===== src/rtl/fp_result_pack_stage.sv =====
// fp_result_pack_stage: registered FP result classify/pack stage with sticky flags; define FP_OVERFLOW_SATURATE_EN to saturate overflow to max finite
module fp_result_pack_stage #(
    parameter int EXP_WIDTH  = 8,
    parameter int FRAC_WIDTH = 23,
    parameter int TAG_WIDTH  = 4
) (
    input  logic                            clk,
    input  logic                            reset,
    input  logic                            in_valid,
    output logic                            in_ready,
    input  logic [1:0]                      in_special,
    input  logic                            in_sign,
    input  logic [EXP_WIDTH+1:0]            in_exponent,
    input  logic [FRAC_WIDTH:0]             in_fraction,
    input  logic [TAG_WIDTH-1:0]            in_tag,
    output logic                            out_valid,
    input  logic                            out_ready,
    output logic [EXP_WIDTH+FRAC_WIDTH:0]   out_result,
    output logic [3:0]                      out_flags,
    output logic [TAG_WIDTH-1:0]            out_tag,
    input  logic                            flags_clear,
    output logic [3:0]                      sticky_flags
);
    localparam int XW = EXP_WIDTH + 2;
    localparam int RW = 1 + EXP_WIDTH + FRAC_WIDTH;
    localparam logic [XW-1:0] EXP_TOP = {2'b00, {EXP_WIDTH{1'b1}}};
    typedef enum logic [1:0] {SP_NORMAL, SP_ZERO, SP_INF, SP_QNAN} special_e;
    logic              accept, is_zero, is_ovf, is_unf;
    logic [RW-1:0]     norm_res, inf_res, ovf_res, szero_res, qnan_res, pack_res;
    logic [3:0]        pack_flags;
    logic              valid_d, valid_q;
    logic [RW-1:0]     result_d, result_q;
    logic [3:0]        flags_d, flags_q, sticky_d, sticky_q;
    logic [TAG_WIDTH-1:0] tag_d, tag_q;
    always_comb begin
        is_zero   = in_fraction == '0;
        is_ovf    = ~in_exponent[XW-1] && in_exponent >= EXP_TOP;
        is_unf    = in_exponent == '0 || in_exponent[XW-1];
        norm_res  = {in_sign, in_exponent[EXP_WIDTH-1:0], in_fraction[FRAC_WIDTH-1:0]};
        inf_res   = {in_sign, {EXP_WIDTH{1'b1}}, {FRAC_WIDTH{1'b0}}};
        szero_res = {in_sign, {(RW-1){1'b0}}};
        qnan_res  = {1'b0, {EXP_WIDTH{1'b1}}, 1'b1, {(FRAC_WIDTH-1){1'b0}}};
`ifdef FP_OVERFLOW_SATURATE_EN
        ovf_res   = {in_sign, {(EXP_WIDTH-1){1'b1}}, 1'b0, {FRAC_WIDTH{1'b1}}};
`else
        ovf_res   = inf_res;
`endif
        pack_res = in_special == SP_QNAN ? qnan_res :
                   in_special == SP_INF  ? inf_res :
                   in_special == SP_ZERO ? szero_res :
                   is_zero ? '0 : is_ovf ? ovf_res : is_unf ? szero_res : norm_res;
        pack_flags = in_special == SP_QNAN ? 4'b1000 :
                     in_special != SP_NORMAL ? 4'b0000 :
                     is_zero ? 4'b0001 : is_ovf ? 4'b0100 : is_unf ? 4'b0010 : 4'b0000;
        in_ready = ~valid_q | out_ready;
        accept   = in_valid & in_ready;
        valid_d  = accept | (valid_q & ~out_ready);
        result_d = accept ? pack_res : result_q;
        flags_d  = accept ? pack_flags : flags_q;
        tag_d    = accept ? in_tag : tag_q;
        // a result accepted alongside a clear keeps its flags
        sticky_d = (flags_clear ? 4'b0000 : sticky_q) | (accept ? pack_flags : 4'b0000);
    end
    always_ff @(posedge clk) begin
        if (reset) begin
            valid_q  <= 1'b0;
            result_q <= '0;
            flags_q  <= '0;
            tag_q    <= '0;
            sticky_q <= '0;
        end else begin
            valid_q  <= valid_d;
            result_q <= result_d;
            flags_q  <= flags_d;
            tag_q    <= tag_d;
            sticky_q <= sticky_d;
        end
    end
    assign out_valid    = valid_q;
    assign out_result   = result_q;
    assign out_flags    = flags_q;
    assign out_tag      = tag_q;
    assign sticky_flags = sticky_q;
endmodule


===== config.mk =====
export PLATFORM = sky130hd
export DESIGN_NAME = fp_result_pack_stage
export DESIGN_NICKNAME = d
export VERILOG_FILES = /design/src/rtl/fp_result_pack_stage.sv
export SDC_FILE = /design/constraint.sdc
export NUM_CORES = 1
export LEC_CHECK = 0
export CAP_MARGIN = 40
export CORE_ASPECT_RATIO = 0.9
export CORE_UTILIZATION = 39
export CTS_CLUSTER_SIZE = 40
export DETAILED_ROUTE_END_ITERATION = 10
export GPL_ROUTABILITY_DRIVEN = 1
export HOLD_SLACK_MARGIN = 0.12
export PLACE_DENSITY = 0.78
export SYNTH_ARGS = -nofsm -noshare
export SYNTH_HDL_FRONTEND = slang
export SYNTH_SLANG_ARGS = --single-unit

===== constraint.sdc =====
create_clock -name clk -period 1.7 [get_ports clk]
set_input_delay 0.255 -clock clk [delete_from_list [all_inputs] [get_ports clk]]
set_output_delay 0.255 -clock clk [all_outputs]
set_load 0.01 [all_outputs]

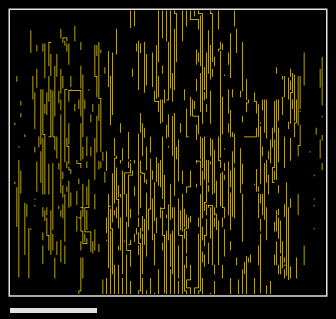
*Met2 routing, run 1*
Bar = 20 µm.
nets with wire on the layer = 314
main direction = vertical
wire length on this layer = 2600 µm
total number of vias: 1940
Routed WL: 5.422 mm
Global Route met2 Usage: 39.72%

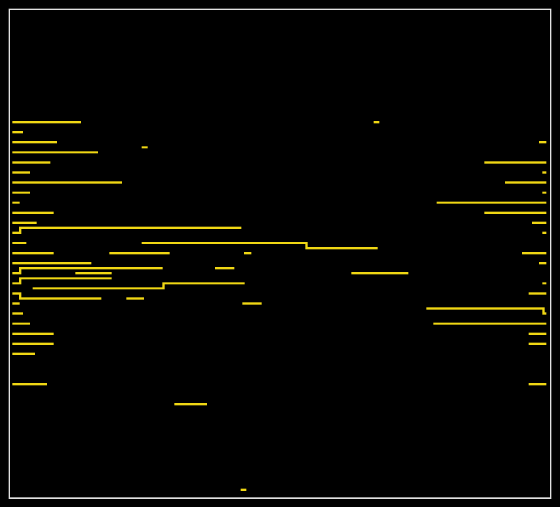
*The metal 3 layer, run 1*
main direction = horizontal
share of all routed wire = 6.5%

==> out/metrics.cfg, run 1 <==
[yosys]
largest_area_cell=dfxtp_1
synth_cells=174
ys_ff=45
syn_area_um2=1763
simple_gate_area_share_pct=15.33
avgSynthCellArea_um2=10.13
ys_seq_share_pct=51.10
mux_area_share_pct=0
fp_nets=220
ys_cells=174
synthFlopType=dfxtp_1
synthAoiAreaFrac_pct=29.03
yosysWarnings=0
synthTopCellsByCount=45 x dfxtp_1, 25 x a21oi_1, 24 x a32o_1
synth_cell_type_count=32
topCombFamilyByArea=AND-OR/OR-AND gates
async_flop_share_pct=0
top_cell=dfxtp_1
netlist.area_leader.share_pct=51.10
edf_count=0

[final_timing]
setup_ws_ns=0.03244
slew_headroom_pct=68.32
tightest_slew_ns=0.4747
timing.fmax_mhz=599.7
finalClockPeriodUsage_pct=98.09
finalCriticalPeriod_ns=1.668
setup_violations=0
slew_viol_final=0
hold_viol=0
skew_ns=0.002314

[global_routing]
grt_pass1_wl_mm=8.652
grt-ovfl-total=0
antenna_found_initial=1
grtUsageTotal_pct=23.54
first_global_vias=1815

[worst_setup_path]
slowest_delay_ns=0.42
cp_data_arrival_time_ns=1.85
slowest_stage=clkdlybuf4s50_1
worstPathMaxFanout=12
worstReg2RegStart=out_valid
end_kind=flip-flop
r2r_slack_ns=0.27
r2r_end=out_flags[0]
worstPathRequired_ns=1.88
crit_chain=clkdlybuf4s50_1 -> nor4_1 -> nand2_1 -> o211a_1 -> buf_6 -> a32o_1
start_kind=primary input
r2r_cells=5
criticalPathCategory=primary input to flip-flop

[floorplan]
core.rowCount=22
fp_util_pct=41.86
boundaryPins=92
die_h_um=65.79
core_area_um2=4212
die-width_um=72.87

[clocking]
h-tree-depth=2
cts.sinks=45
cts_tree=yes
clk_pin_slew_worst_paths_ns=0.07
numCtsBuffers=5
cts_root_buf=clkbuf_8
clock_path_buffers=2
insertion_delay_ns=0.29

[route]
wl_per_cell_um=15.23
viasPerCell=5.449
drt-initial-drc-count=65
drc=0
dr.pass1.iters=4
ant_nets=0

[run]
warnings=27
max_cap_violations=0

[pwr]
ir_worst_vdd_v=0.0005215
leakage_nw=1.193
power_density_nw_per_um2=683.3

[place]
dp_hpwl_mm=4.033
port_buffers=91
dp_slack_ns=-0.5244
place.gp.congestion=0.8279

[min_path]
hold_path_class=primary input to flip-flop
hold_end=out_result[1]
hold_start=in_fraction[1]
whs_path_depth=2

[final_layout]
area_growth_syn_to_layout_pct=76.86
nNetsFinal=341

[status]
outcome=completed

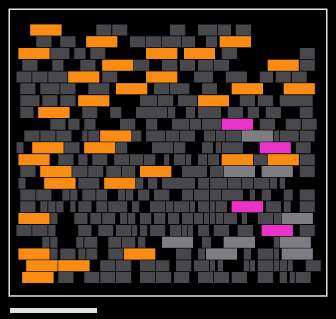
*Sequential cells grouped by signal name, run 1*
Bar = 20 µm. Other sequential cells in the stronger gray, the rest of the logic in the fainter gray.
out_result -> orange  # sequential cells 32, where widely spread
out_flags -> magenta  # sequential cells 4
not colored = 9
flip-flop and latch power: 0.00110 W
final core occ: 74.03%
Flop area: 900.9 µm²
Seq/total area: 28.89%

run 1: cells by family after synthesis:
group / Yosys count
AND-OR/OR-AND: 67
buffers and inverters: 16
flip-flops: 45
AND/OR/NAND/NOR: 46
run 1: critical path: cells and delay by family:
family	cells	cell delay, ns
buf+inv	2	0.58
compound gates	2	0.55
simple gates	2	0.47
run 1: cells in the final DEF (no fill, tap or decap), types with 2 or more instances in the layout:
cell type        instances
inv_1                    3
clkdlybuf4s15_1          2
clkdlybuf4s50_1         73
nor4_4                   2
clkbuf_2                 2
clkbuf_8                 6
buf_4                   32
a21oi_2                  2
or2_2                    2
buf_6                    2
dlymetal6s2s_1           8
dlygate4sd2_1            6
nand3_1                  2
nand2_1                 16
dfxtp_1                 45
a32o_1                  24
o21ai_0                  2
a21oi_1                 25
and4_1                   2
nor4_2                   5
o221ai_1                 8
nand2b_1                 2
nor2_1                   5
run 1: report_power, final:
| part | internal [W] | switching, W |
|---|---|---|
| logic | 0.000215 | 0.000162 |
| registers | 0.00108 | 0.0000150 |
| clock network | 0.000323 | 0.000332 |
run 1: worst max path at each step:
stage / to / slack [ns] / start
2_1_floorplan: out_flags[0] / 0.16 / out_valid
3_3_place_gp: sticky_flags[0] / -0.41 / in_fraction[0]
3_5_place_dp: out_flags[0] / -0.52 / in_fraction[0]
4_1_cts: out_flags[0] / -0.005 / in_fraction[21]
5_1_grt: out_result[2] / -0.007 / in_fraction[4]
6_report: out_result[1] / 0.03 / in_fraction[4]
run 1: per-stage QoR:
step	instances	util [%]	setup TNS, ns	power (W)	instance area (µm²)
2_1_floorplan	174	-	0	0.001240	1763
3_3_place_gp	347	70.23	-12.52	0.001491	2958
3_5_place_dp	348	70.59	-16.57	0.001500	2973
4_1_cts	355	72.94	-0.005187	0.002145	3072
5_1_grt	356	74.03	-0.01613	0.002227	3118
6_report	356	74.03	0	0.002130	3118
run 1: final cells by class:
class | instances | area, µm²
repair buffers | 127 | 1211
fillers | 326 | 1094
flip-flops and latches | 45 | 900.9
multi-input cells | 113 | 830.8
clock buffers | 7 | 86.33
well taps | 60 | 75.07
inverters | 3 | 11.26
diodes | 1 | 2.502
run 1: repair_timing:
action,in CTS,in global routing
gates resized,14,19
pin swaps,5,10
hold buffers,0,0
hold endpoints to repair,0,0
setup buffers,0,0
endpoints found under the setup margin,38,27
run 1: state kept, by name, indices dropped and copies added (netlist names):
register      cells
out_result       32
out_flags         4
out_valid         1
out_tag           4
sticky_flags      4
run 1: per-layer routing:
layer / track usage, % / vias to the layer above / routed length (µm)
li1: - / 923 / -
met2: 39.72 / 63 / 2595
met4: 7.108 / 0 / 78
met1: 29.06 / 945 / 2396
met3: 6.707 / 9 / 352
met5: 0 / - / 0
## Run 2: what changed since run 1
==> config.mk (replaced) <==
export PLATFORM = sky130hd
export DESIGN_NAME = fp_result_pack_stage
export DESIGN_NICKNAME = d
export VERILOG_FILES = /design/src/rtl/fp_result_pack_stage.sv
export SDC_FILE = /design/constraint.sdc
export NUM_CORES = 1
export LEC_CHECK = 0
export ABC_AREA = 1
export CAP_MARGIN = 40
export CORE_ASPECT_RATIO = 2
export CORE_UTILIZATION = 43
export CTS_CLUSTER_SIZE = 25
export DETAILED_ROUTE_END_ITERATION = 10
export GPL_ROUTABILITY_DRIVEN = 1
export HOLD_SLACK_MARGIN = 0.12
export PLACE_DENSITY = 0.79
export SYNTH_ARGS = -nofsm -noshare
export SYNTH_HDL_FRONTEND = slang
export SYNTH_SLANG_ARGS = --single-unit
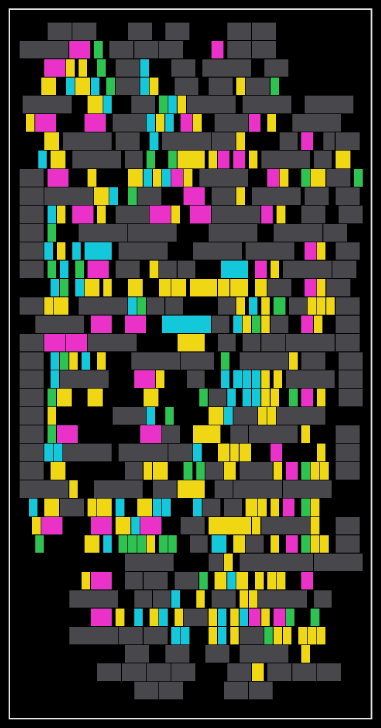
*Selected gate families, run 2*
inverters -> green  # cells 39, most used inv_1, where widely spread
NOR gates -> cyan  # cells 57, most used nor2_1
NAND gates -> yellow  # cells 131, most used nand2_1, where widely spread
inverting AOI/OAI gates -> magenta  # cells 43, most used a21oi_2, where widely spread
Finished Layout Cells: 501
most used logic cell in the final layout: clkdlybuf4s50_1
logic share of the area: 33.10%

==> out/metrics.cfg, run 2 <==
[final_timing]
hold_viol=0
tightest_slew_ns=0.4517
skew_ns=0.003164
setup_violations=0
setup_ws_ns=0.08389
slew_headroom_pct=69.82
timing.fmax_mhz=618.8
slew_viol_final=0
finalCriticalPeriod_ns=1.616
finalClockPeriodUsage_pct=95.07

[final_layout]
finish.utilization_pct=68.93
antenna_cells=0
layout_top_cells=90 x clkdlybuf4s50_1, 89 x nand2_1, 53 x nor2_1, 45 x dfxtp_1, 37 x inv_1
largest_reg_flops=32
area_growth_syn_to_layout_pct=54.78
nNetsFinal=488
nFillCells=445

[yosys]
netlist.area_leader.share_pct=39.37
async_flop_share_pct=0
top_cell=nand2_1
avgSynthCellArea_um2=6.977
largest_area_cell=dfxtp_1
ys_cells=328
ys_ff=45
ys_seq_share_pct=39.37
yosysWarnings=0
edf_count=0
synth_cells=328
synthFlopType=dfxtp_1
syn_area_um2=2288
synth_cell_type_count=23
fp_nets=374

[route]
ant_nets=0
vias=2404
drt-total-wl_mm=6.188
drt-initial-drc-count=37
dr.pass1.iters=7
wl_per_cell_um=12.35

[clocking]
insertion_delay_ns=0.30
numCtsBuffers=5
cts_resized=0
cts_root_buf=clkbuf_8
ctsHoldBuffers=0
clock_path_buffers=2
h-tree-depth=2
cts.sinks=45

[place]
place.gp.congestion=0.8725
dp_slack_ns=-0.2408
port_buffers=91
dp_hpwl_mm=4.569

[pwr]
power_density_nw_per_um2=684.2
leakage_nw=1.493
total_power_w=0.002424

[floorplan]
core_area_um2=5139
die-width_um=53.59
fp_util_pct=44.53
core.rowCount=37
die_h_um=105.2

[global_routing]
antenna_found_initial=0
first_global_vias=2265
grt_pass1_wl_mm=9.949

[worst_setup_path]
start_kind=primary input
end_kind=output port
worstPathMaxFanout=3
criticalPathCategory=primary input to output port
worstPathRequired_ns=1.44
cp_data_arrival_time_ns=1.36
slowest_delay_ns=0.54

[min_path]
hold_path_class=primary input to flip-flop

[run]
max_cap_violations=0
warnings=26

[status]
outcome=completed

==> run 2: routing by layer <==
layer  GRT usage, %  routed length (µm)
met2          44.46                3669
met5              0                   0
met4          11.28                 179
met1          23.49                2130
met3          2.766                 208
==> run 2: cells by family after synthesis <==
| logic type | synth area share (%) |
|---|---|
| AND/OR/NAND/NOR | 37.51 |
| AND-OR/OR-AND | 13.01 |
| flip-flops | 39.37 |
| buffers and inverters | 10.11 |
==> run 2: power by group <==
part	internal, W	total [W]	leakage [nW]	switching [W]
sequential	0.00109	0.00110	0.366	0.0000165
combinational	0.000246	0.000475	1.07	0.000228
clock	0.000478	0.000847	0.0574	0.000369
total	0.00181	0.00242	1.49	0.000614
==> run 2: final timing paths <==
| kind | slack (ns) | from | cells after the start | to |
|---|---|---|---|---|
| max | 0.08 | out_ready | 4 | in_ready |
| min | 0.40 | reset | 3 | sticky_flags[1] |
| max reg2reg | 0.36 | out_valid | 7 | out_result[6] |
| min reg2reg | 0.47 | out_tag[3] | 2 | out_tag[3] |
==> run 2: final cells by class <==
cell class,instances,area (µm²),share of cell area [%]
well taps,58,72.57,2.049
clock buffers,6,82.58,2.331
inverters,39,147.6,4.168
multi-input cells,232,1172,33.10
clock inverters,2,37.54,1.060
repair buffers,119,1129,31.86
flip-flops and latches,45,900.9,25.43
==> run 2: critical path: cells and delay by family <==
family | cells | cell delay [ns]
buf+inv | 3 | 1.03
simple gates | 1 | 0.07
==> run 2: per-stage QoR <==
| step | hold slack, ns | std cells | setup TNS [ns] | cell area (µm²) |
|---|---|---|---|---|
| floorplan | 0.3890 | 328 | 0 | 2288 |
| global placement | 0.4518 | 492 | -4.996 | 3406 |
| detailed placement | 0.4551 | 492 | -6.349 | 3406 |
| CTS | 0.3918 | 500 | 0 | 3526 |
| global route | 0.4136 | 501 | 0 | 3542 |
| finish | 0.4021 | 501 | 0 | 3542 |
Power and IR drop assume default switching activity.
